## config.mk

```make
export PLATFORM = sky130hd
export DESIGN_NAME = fetch_stage
export DESIGN_NICKNAME = d
export VERILOG_FILES = /design/src/rtl/core_pkg.sv /design/src/rtl/if_id_reg.sv /design/src/rtl/fetch_stage.sv
export SDC_FILE = /design/constraint.sdc
export NUM_CORES = 1
export LEC_CHECK = 0
export CORE_ASPECT_RATIO = 0.75
export CORE_MARGIN = 5
export CORE_UTILIZATION = 44
export DETAILED_ROUTE_END_ITERATION = 6
export PLACE_DENSITY = 0.88
export SYNTH_ARGS = -nofsm -noshare
export SYNTH_HDL_FRONTEND = slang
export SYNTH_HIERARCHICAL = 1
export SYNTH_SLANG_ARGS = --single-unit
```

## constraint.sdc

```tcl
create_clock -name clk -period 2.6 [get_ports clk]
set_clock_uncertainty 0.15 [all_clocks]
set_input_delay 0.52 -clock clk [delete_from_list [all_inputs] [get_ports clk]]
set_output_delay 0.52 -clock clk [all_outputs]
set_load 0.01 [all_outputs]
```

## src/rtl/core_pkg.sv

```systemverilog
// Shared definitions for the pipelined MIPS core: defaults, NOP encoding
// and the IF/ID pipeline register payload.
package core_pkg;

    localparam int unsigned CORE_ADDR_W        = 32;
    localparam int unsigned IMEM_DEPTH_DEFAULT = 1024;
    localparam int unsigned RESET_PC_DEFAULT   = 0;

    localparam logic [31:0] NOP_INSTR = 32'h0000_0000;

    typedef struct packed {
        logic [31:0]            instr;
        logic [CORE_ADDR_W-1:0] pc1;
        logic                   valid;
    } if_id_t;

    localparam if_id_t IF_ID_BUBBLE = '{
        instr: NOP_INSTR,
        pc1:   '0,
        valid: 1'b0
    };

    typedef enum logic {
        FETCH_ST   = 1'b0,
        RECOVER_ST = 1'b1
    } fetch_state_t;

endpackage

```

## src/rtl/if_id_reg.sv

```systemverilog
// Generic pipeline register holding an if_id_t payload.
// Flush has priority over load; reset and flush both produce a bubble.
module if_id_reg
    import core_pkg::*;
(
    input  logic   clk,
    input  logic   rst,
    input  logic   load,
    input  logic   flush,
    input  if_id_t d,
    output if_id_t q
);

    // Payload register: flush > load > hold.
    always_ff @(posedge clk or posedge rst) begin
        if (rst) begin
            q <= IF_ID_BUBBLE;
        end else if (flush) begin
            q <= IF_ID_BUBBLE;
        end else if (load) begin
            q <= d;
        end
    end

endmodule

```

## src/rtl/fetch_stage.sv

```systemverilog
// Instruction-fetch stage: owns the PC, addresses instruction memory,
// latches the returned word into IF/ID, and handles stall and redirect.
module fetch_stage
    import core_pkg::*;
#(
    parameter int unsigned ADDR_W     = 32,
    parameter int unsigned IMEM_DEPTH = IMEM_DEPTH_DEFAULT,
    parameter int unsigned RESET_PC   = RESET_PC_DEFAULT
) (
    input  logic              clk,
    input  logic              rst,
    output logic [ADDR_W-1:0] imem_addr,
    input  logic [31:0]       imem_instr,
    input  logic              stall,
    input  logic              redirect,
    input  logic [ADDR_W-1:0] redirect_pc,
    output logic [31:0]       if_id_instr,
    output logic [ADDR_W-1:0] if_id_pc1,
    output logic              if_id_valid,
    output logic [31:0]       fetch_count
);

    localparam logic [ADDR_W-1:0] PC_MASK  = ADDR_W'(IMEM_DEPTH - 1);
    localparam logic [ADDR_W-1:0] PC_RESET = ADDR_W'(RESET_PC) & PC_MASK;

    logic [ADDR_W-1:0] pc;
    logic [ADDR_W-1:0] pc_d;
    logic [ADDR_W-1:0] pc_seq;
    logic [ADDR_W-1:0] redirect_target;
    logic              count_inc;
    logic              load;
    logic              flush;
    fetch_state_t      state;
    fetch_state_t      state_next;
    if_id_t            if_id_d;
    if_id_t            if_id_q;

    assign imem_addr = pc;

    // Fetch control: redirect beats stall; otherwise advance sequentially.
    always_comb begin
        pc_seq          = (pc + ADDR_W'(1)) & PC_MASK;
        redirect_target = redirect_pc & PC_MASK;
        pc_d            = pc;
        load            = 1'b0;
        flush           = 1'b0;
        count_inc       = 1'b0;
        state_next      = state;
        if (redirect) begin
            pc_d       = redirect_target;
            flush      = 1'b1;
            state_next = RECOVER_ST;
        end else if (!stall) begin
            pc_d       = pc_seq;
            load       = 1'b1;
            count_inc  = 1'b1;
            state_next = FETCH_ST;
        end
    end

    // Control state: RECOVER_ST marks that IF/ID currently holds the redirect bubble.
    always_ff @(posedge clk or posedge rst) begin
        if (rst) begin
            state <= FETCH_ST;
        end else begin
            state <= state_next;
        end
    end

    // Program counter register.
    always_ff @(posedge clk or posedge rst) begin
        if (rst) begin
            pc <= PC_RESET;
        end else begin
            pc <= pc_d;
        end
    end

    // Count of real instructions delivered to decode; bubbles are not counted.
    always_ff @(posedge clk or posedge rst) begin
        if (rst) begin
            fetch_count <= '0;
        end else if (count_inc) begin
            fetch_count <= fetch_count + 32'd1;
        end
    end

    // The payload carries a fixed-width pc1 field; resize to/from ADDR_W.
    assign if_id_d = '{
        instr: imem_instr,
        pc1:   CORE_ADDR_W'(pc_seq),
        valid: 1'b1
    };

    if_id_reg u_if_id_reg (
        .clk   (clk),
        .rst   (rst),
        .load  (load),
        .flush (flush),
        .d     (if_id_d),
        .q     (if_id_q)
    );

    assign if_id_instr = if_id_q.instr;
    assign if_id_pc1   = ADDR_W'(if_id_q.pc1);
    assign if_id_valid = if_id_q.valid;

endmodule

```

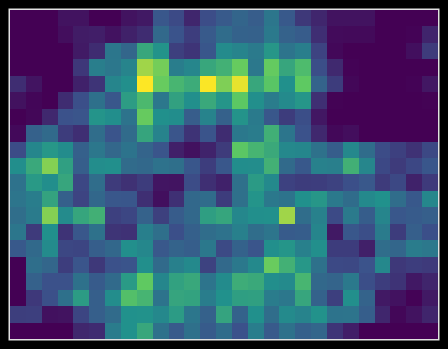
**Above:** run 1 (wire density map).
27 x 20 tiles, from dark purple (low) to yellow (high), scaled to the fullest tile. Values are wire area over tile area, all layers added.
The mean over all tiles is 0.14. 15% of the tiles are over half the peak. 14% of the tiles are nearly empty. The emptiest ninth of the die: north-east.
GRT Overall Usage: 18.4%
WL final: 12.3 mm

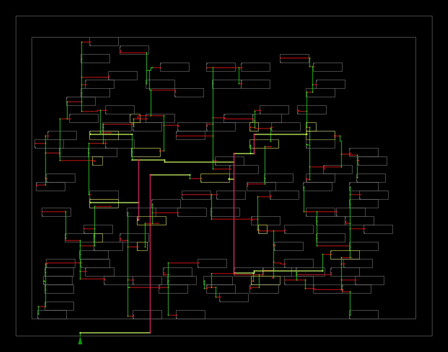
**Above:** run 1 (the clock network).
clk sink count: 107
worst-skew pair later-pin latency: 0.34 ns
clock buffer count in the final layout: 9
seq_cells: 107

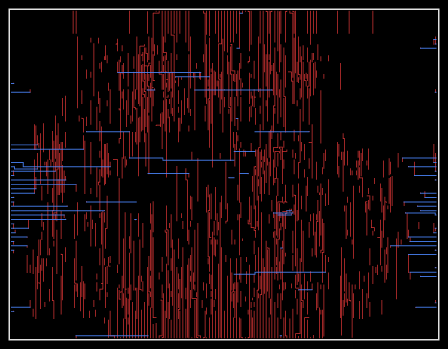
**Above:** run 1 (routed metal, one colour a layer).
Only two layers are drawn.
Key: red = M2 [wire length 6280 um]; blue = M3 [wire length 613 um]

==> results.yml, run 1 <==
# physical design summary
status:
  status: "finished clean"
synthesis:
  yosysWarnings: 6
  yosys.area_share.simple_pct: 15.0
  synth.area.top_cells: "dfrtp_1, mux2i_1, nor2_1, xnor2_1, buf_4"
  topCombFamilyByArea: "simple AND/OR/NAND/NOR gates"
  ys_dominant_reg_cell: "dfrtp_1"
  yosys_area_sq_um: 4960
  ys_sh_aoi_pct: 0.907
  synth_area_sq_um: 4960
  yosys.area.top_type_share_pct: 53.9
  synth_top_cell_by_area: "dfrtp_1"
  edf_count: 0
  xor_share_pct: 8.47
  ys_seq_share_pct: 53.9
  ys_ff: 107
  syn_inst: 435
  ys_types: 30
  ys_sh_mux_pct: 13.8
  synthTopCellsByCount: "dfrtp_1, nor2_1, mux2i_1"
final_timing:
  relSlewSlack_pct: 46.1
  rsz0062_at_grt: "false"
  worst_slack_ns: 0.334
  timing.final.crit_share_pct: 87.1
  clock.fmax_mhz: 441
  hold_violations: 0
  maxSlewViolCount: 0
  period_minus_slack_ns: 2.27
  fin_setup_tns_ns: 0
power_and_ir_drop:
  internal_power_uw: 2810
  p_clk_uw: 1290
  p_seq_uw: 1890
  finalPower_uw: 3890
  p_per_area_nw_per_um2: 566
  pwr-share-comb_pct: 18.4
  swShare_pct: 27.7
  top_power_group: "registers"
  p_leak_uw: 0.00307
  p_seq_share_pct: 48.5
  p_comb_uw: 715
cells_and_area:
  antennaDiodeCount: 0
  buffers: 161
  largest_reg_flops: 65
  clkCellAreaFrac_pct: 4.11
  sh_comb_area_pct: 30.5
  n_fill_cell: 856
  fin_util_pct: 62.7
  final-comb-area_sq_um: 2100
  layoutNonFillerInstCount: 753
  buf_share_pct: 23.7
  drive_gt1_share_pct: 5.55
  seqCellArea_sq_um: 2680
  layout.cells.most_common_list: "clkdlybuf4s50_1, dfrtp_1, nor2_1"
  seq_area_share_pct: 38.9
  top_register: "u_if_id_reg/q"
  area_dominant_class: "flip-flops and latches"
  syn_to_final_growth_pct: 38.6
clock_network:
  hold_buffers: 0
  tritoncts: "yes"
  cts.clk_slew.worst_paths_ns: 0.07
  cts_buffer_depth: 2
  cts_setup_buffers: 0
  clockRootBuffer: "clkbuf_16"
  cts_buffers: 9
  h-tree-depth: 3
setup_path:
  timing.rr.end: "fetch_count[27]"
  worstSetupEndpointType: "flop"
  cp.depth: 6
  crit_start: "stall"
  path_class: "in -> reg"
  cp_data_arrival_time_ns: 2.34
  cp.required_ns: 2.67
  crit_fanout: 11
grt:
  met1_usage_pct: 22.9
  gr-usage-met2_pct: 31.7
  grt_pass1_vias: 3782
  grt_use_met3_pct: 5.22
  grt_first_pass_wirelength_mm: 19.9
  grt_start_max_net_pins: 85
  grt_busiest_layer: "met2"
route:
  routedWlPerCell_um: 16.3
  via_per_inst: 4.85
  route.detailed.drc: 0
  drt_iter0_drc: 159
  vias: 3652
  maxUsedRoutingLayer: "met4"
  firstDrtPassIters: 4
placement:
  gp_congestion: 0.865
  postPlaceCellArea_sq_um: 6600
  place_hpwl_mm: 9.15
floorplan:
  die_y_um: 102
  die_w_um: 133
  fp-utilization_pct: 45.2
  num_tap_cells: 140
  core_sq_um: 11000
  ios: 197
  rows: 33
worst_hold_path:
  holdPathStages: 1
  holdPathEnd: "fetch_count[31]"
==> run 2, diff against run 1 <==
--- a/config.mk
+++ b/config.mk
@@ -7,9 +7,10 @@
 export LEC_CHECK = 0
 export CORE_ASPECT_RATIO = 0.75
 export CORE_MARGIN = 5
-export CORE_UTILIZATION = 44
+export CORE_UTILIZATION = 40
 export DETAILED_ROUTE_END_ITERATION = 6
-export PLACE_DENSITY = 0.88
+export GPL_TIMING_DRIVEN = 1
+export PLACE_DENSITY = 0.85
 export SYNTH_ARGS = -nofsm -noshare
 export SYNTH_HDL_FRONTEND = slang
 export SYNTH_HIERARCHICAL = 1
==> constraint.sdc (replaced) <==
create_clock -name clk -period 1.9 [get_ports clk]
set_clock_uncertainty 0.15 [all_clocks]
set_input_delay 0.38 -clock clk [delete_from_list [all_inputs] [get_ports clk]]
set_output_delay 0.38 -clock clk [all_outputs]
set_load 0.01 [all_outputs]
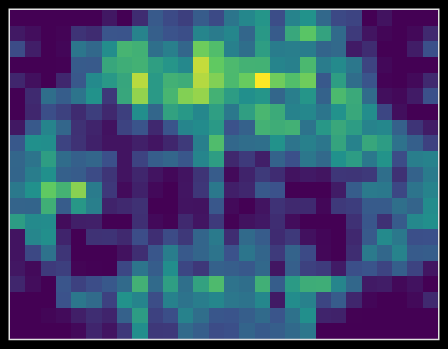
**Above:** run 2 (wire density map).
28 x 21 tiles, from dark purple (low) to yellow (high), scaled to the fullest tile. Values are wire area over tile area, all layers added.
The densest ninth of the die: north. The mean over all tiles is 0.13. The fullest tile reaches 0.48.

==> run 2 against run 1 <==
  * Synthesized cell count did not move
  * Combinational power rose by 51%
  * First-iteration DRC count rose by 35%
  * Cell area rose by 4.8%
==> results.yml, run 2 <==
# physical design summary
status:
  status: "finished clean"
setup_path:
  crit_start: "fetch_count[16]"
  cp_data_arrival_time_ns: 1.32
  path_class: "reg -> out"
  timing.rr.end: "imem_addr[8]"
  cp.depth: 1
  crit_fanout: 7
  slowest_delay_ns: 0.56
  worstSetupEndpointType: "primary output"
power_and_ir_drop:
  finalPower_uw: 5640
  p_leak_uw: 0.00334
  p_seq_uw: 2580
  internal_power_uw: 4220
  p_per_area_nw_per_um2: 782
  p_comb_uw: 1080
  top_power_group: "registers"
  swShare_pct: 25.1
  p_seq_share_pct: 45.7
  pwr-share-comb_pct: 19.2
route:
  drt_wl_total_mm: 12.6
  via_per_inst: 4.68
  drt_iter0_drc: 214
  route.detailed.drc: 0
  vias: 3749
  routedWlPerCell_um: 15.7
  maxUsedRoutingLayer: "met4"
floorplan:
  die_y_um: 106
  ios: 197
  num_tap_cells: 166
  core_sq_um: 12200
  die_w_um: 139
  fp-utilization_pct: 40.6
  rows: 35
cells_and_area:
  n_fill_cell: 995
  clkCellAreaFrac_pct: 4.39
  sh_comb_area_pct: 29.4
  top_register: "u_if_id_reg/q"
  buf_share_pct: 25.6
  seq_area_share_pct: 37.5
  layoutNonFillerInstCount: 801
  syn_to_final_growth_pct: 45.3
  design_area_sq_um: 7210
  antennaDiodeCount: 0
  final-comb-area_sq_um: 2120
  area_dominant_class: "flip-flops and latches"
  nClkBuffers: 12
  largest_reg_flops: 65
  seqCellArea_sq_um: 2700
  layout.cells.most_common_list: "clkdlybuf4s50_1, dfrtp_1, nor2_1"
  fin_util_pct: 59.0
  buffers: 185
clock_network:
  hold_buffers: 0
  cts_setup_buffers: 2
  clk_latency_ns: 0.34
  clock-sinks: 107
  cts_buffer_depth: 2
  cts_buffers: 9
  h-tree-depth: 3
  clockRootBuffer: "clkbuf_16"
  cts.clk_slew.worst_paths_ns: 0.07
synthesis:
  synthTopCellsByCount: "dfrtp_1, nor2_1, mux2i_1"
  synth_area_sq_um: 4960
  synth_top_cell_by_area: "dfrtp_1"
  xor_share_pct: 8.47
  yosys.area.top_type_share_pct: 53.9
  ys_dominant_reg_cell: "dfrtp_1"
  ys_sh_aoi_pct: 0.907
  topCombFamilyByArea: "simple AND/OR/NAND/NOR gates"
  syn_inst: 435
  yosys_area_sq_um: 4960
  yosys.area_share.simple_pct: 15.0
  yosysWarnings: 6
  edf_count: 0
  ys_seq_share_pct: 53.9
  ys_types: 30
final_timing:
  clock.fmax_mhz: 542
  timing.final.crit_share_pct: 97.2
  worst_slack_ns: 0.0536
  fin_setup_tns_ns: 0
  relSlewSlack_pct: 45.0
  maxSlewViolCount: 0
  period_minus_slack_ns: 1.85
  hold_violations: 0
grt:
  met1_usage_pct: 20.5
  gr-usage-met2_pct: 29.4
  grt_use_met3_pct: 4.50
  grt_first_pass_wirelength_mm: 20.2
  track_usage_pct: 16.7
  grt_start_max_net_pins: 85
  grt_pass1_vias: 3905
placement:
  place_hpwl_mm: 9.25
  postPlaceCellArea_sq_um: 6750
  gp_congestion: 0.908
worst_hold_path:
  holdPathEnd: "fetch_count[31]"
  holdPathStages: 1
==> run 3, diff against run 2 <==
--- a/config.mk
+++ b/config.mk
@@ -8,9 +8,11 @@
 export CORE_ASPECT_RATIO = 0.75
 export CORE_MARGIN = 5
 export CORE_UTILIZATION = 40
+export CTS_BUF_LIST = sky130_fd_sc_hd__clkbuf_16
 export DETAILED_ROUTE_END_ITERATION = 6
 export GPL_TIMING_DRIVEN = 1
 export PLACE_DENSITY = 0.85
+export SLEW_MARGIN = 10
 export SYNTH_ARGS = -nofsm -noshare
 export SYNTH_HDL_FRONTEND = slang
 export SYNTH_HIERARCHICAL = 1
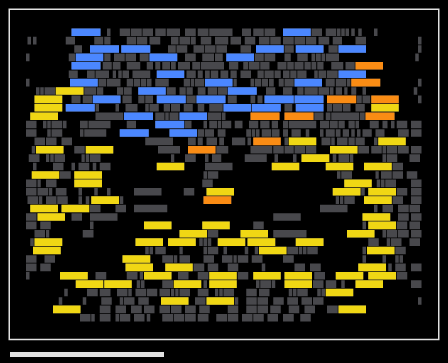
**Above:** run 3 (where the registers sit).
Scale bar: 50 um. Other cells in grey.
Key: yellow = `u_if_id_reg/q` [sequential cells 65]; blue = `fetch_count` [sequential cells 32]; orange = `imem_addr` [sequential cells 10]
Reg area: 2700 sq um
Final Core Density: 58.7%
Seq area share: 37.7%
Seq power: 2590 uW

==> run 3 against run 2 <==
  * First-iteration DRC count fell by 7.5%
  * Via count fell by 0.48%
  * Synthesized cell count did not move
  * Sequential share of layout area rose by 0.22 points
  * Utilization fell by 0.35 points
  * Maximum frequency fell by 0.39%
  * Combinational power barely moved
  * Cell count fell by 0.37%
  * Power fell by 2.0%
  * Sequential power barely moved
  * Routed wire length rose by 0.11%
  * Clock power fell by 5%
==> results.yml, run 3 <==
# physical design summary
final_timing:
  timing.final.crit_share_pct: 97.6
  relSlewSlack_pct: 45.0
  clock.fmax_mhz: 539
  fin_setup_tns_ns: 0
  hold_violations: 0
  setup-violations-final: 0
  worst_slack_ns: 0.0464
  maxSlewViolCount: 0
  period_minus_slack_ns: 1.85
  worst_slew_pin_slew_ns: 0.824
  whs_ns: 0.331
  rsz0062_at_grt: "false"
clock_network:
  cts_buffer_depth: 2
  tritoncts: "yes"
  clock-sinks: 107
  clk_latency_ns: 0.33
  cts_buffers: 9
  hold_buffers: 0
  clockRootBuffer: "clkbuf_16"
  h-tree-depth: 3
  cts.clk_slew.worst_paths_ns: 0.07
  cts_resized: 19
  cts_setup_buffers: 2
power_and_ir_drop:
  top_power_group: "registers"
  p_seq_share_pct: 46.8
  p_clk_uw: 1890
  swShare_pct: 25.5
  p_per_area_nw_per_um2: 771
  pwr-share-clk_pct: 34.1
  p_comb_uw: 1050
  power.switching_uw: 1410
  internal_power_uw: 4120
  vdd_drop_max_mv: 0.553
  pwr-share-comb_pct: 19.1
  p_leak_uw: 0.00332
  finalPower_uw: 5530
cells_and_area:
  n_fill_cell: 1004
  flops: 107
  layoutNonFillerInstCount: 798
  layout.cells.most_common_list: "clkdlybuf4s50_1, dfrtp_1, nor2_1"
  syn_to_final_growth_pct: 44.5
  num-nonclk-inverters: 4
  design_area_sq_um: 7170
  buffers: 182
  area_dominant_class: "flip-flops and latches"
  lay_top_count: "clkdlybuf4s50_1"
  buf_share_pct: 25.5
  top_register: "u_if_id_reg/q"
  fin_nets: 699
  nClkBuffers: 9
  final-comb-area_sq_um: 2120
  sh_comb_area_pct: 29.6
  drive_gt1_share_pct: 11.6
  largest_reg_flops: 65
  antennaDiodeCount: 0
  clkCellAreaFrac_pct: 4.14
route:
  via_per_inst: 4.68
  firstDrtPassIters: 5
  vias: 3731
  wl_met1_mm: 5.25
  drt_iter0_drc: 198
  drt_wl_total_mm: 12.6
  routedWlPerCell_um: 15.8
  postRouteAntennaNets: 0
  maxUsedRoutingLayer: "met4"
  dr_wl_met2_mm: 6.57
  route.detailed.drc: 0
synthesis:
  yosys.area_share.simple_pct: 15.0
  ys_dominant_reg_cell: "dfrtp_1"
  synth_top_cell_by_area: "dfrtp_1"
  ys_types: 30
  yosys.area_share.adder_pct: 0.504
  yosysWarnings: 6
  edf_count: 0
  yosys.area.top_type_share_pct: 53.9
  ys_seq_share_pct: 53.9
  synthTopCellsByCount: "dfrtp_1, nor2_1, mux2i_1"
  ys_sh_mux_pct: 13.8
  syn_avg_cell_area_sq_um: 11.4
  ys_cells: 435
  syn_inst: 435
  topCombFamilyByArea: "simple AND/OR/NAND/NOR gates"
  ys_ff: 107
  yosys_area_sq_um: 4960
  xor_share_pct: 8.47
  ys_sh_aoi_pct: 0.907
  yosysMostFrequentCell: "dfrtp_1"
  synth.area.top_cells: "dfrtp_1, mux2i_1, nor2_1, xnor2_1, buf_4"
  synth_area_sq_um: 4960
grt:
  gr-usage-met2_pct: 29.5
  grt_use_met3_pct: 4.50
  grt_busiest_layer: "met2"
  antenna_found_initial: 0
  track_usage_pct: 16.7
  met1_usage_pct: 20.6
  grt_first_pass_wirelength_mm: 20.2
  grt_pass1_vias: 3903
  grt-ovfl-total: 0
  grt_start_max_net_pins: 85
floorplan:
  num_tap_cells: 166
  dieArea_sq_um: 14800
  fp-utilization_pct: 40.6
  ios: 197
  core_sq_um: 12200
  rows: 35
  die_y_um: 106
  die_w_um: 139
setup_path:
  crit_start: "imem_addr[3]"
  crit_chain: "clkdlybuf4s50_1"
  critPathTopFamily: "buffers and inverters"
  crit_fanout: 5
  worstSetupEndpointType: "primary output"
  ff2ff_setup_slack_ns: 0.11
  critPathBufInv: 1
  cp.required_ns: 1.37
  path_class: "reg -> out"
  cp.depth: 1
  cp_data_arrival_time_ns: 1.32
  reg2regPathDepth: 5
  slowest_stage: "clkdlybuf4s50_1"
  worstReg2RegStart: "imem_addr[0]"
  cp-start-kind: "flop"
  timing.rr.end: "imem_addr[8]"
  slowest_delay_ns: 0.56
placement:
  dp_cells: 776
  place_ws_ns: -0.478
  gp_congestion: 0.908
  place_hpwl_mm: 9.25
  port_buffers: 152
  postPlaceCellArea_sq_um: 6750
status:
  status: "finished clean"
job:
  drv_cap: 0
  warnings: 49
No activity file was given, so power comes from the tool's default toggle rates.
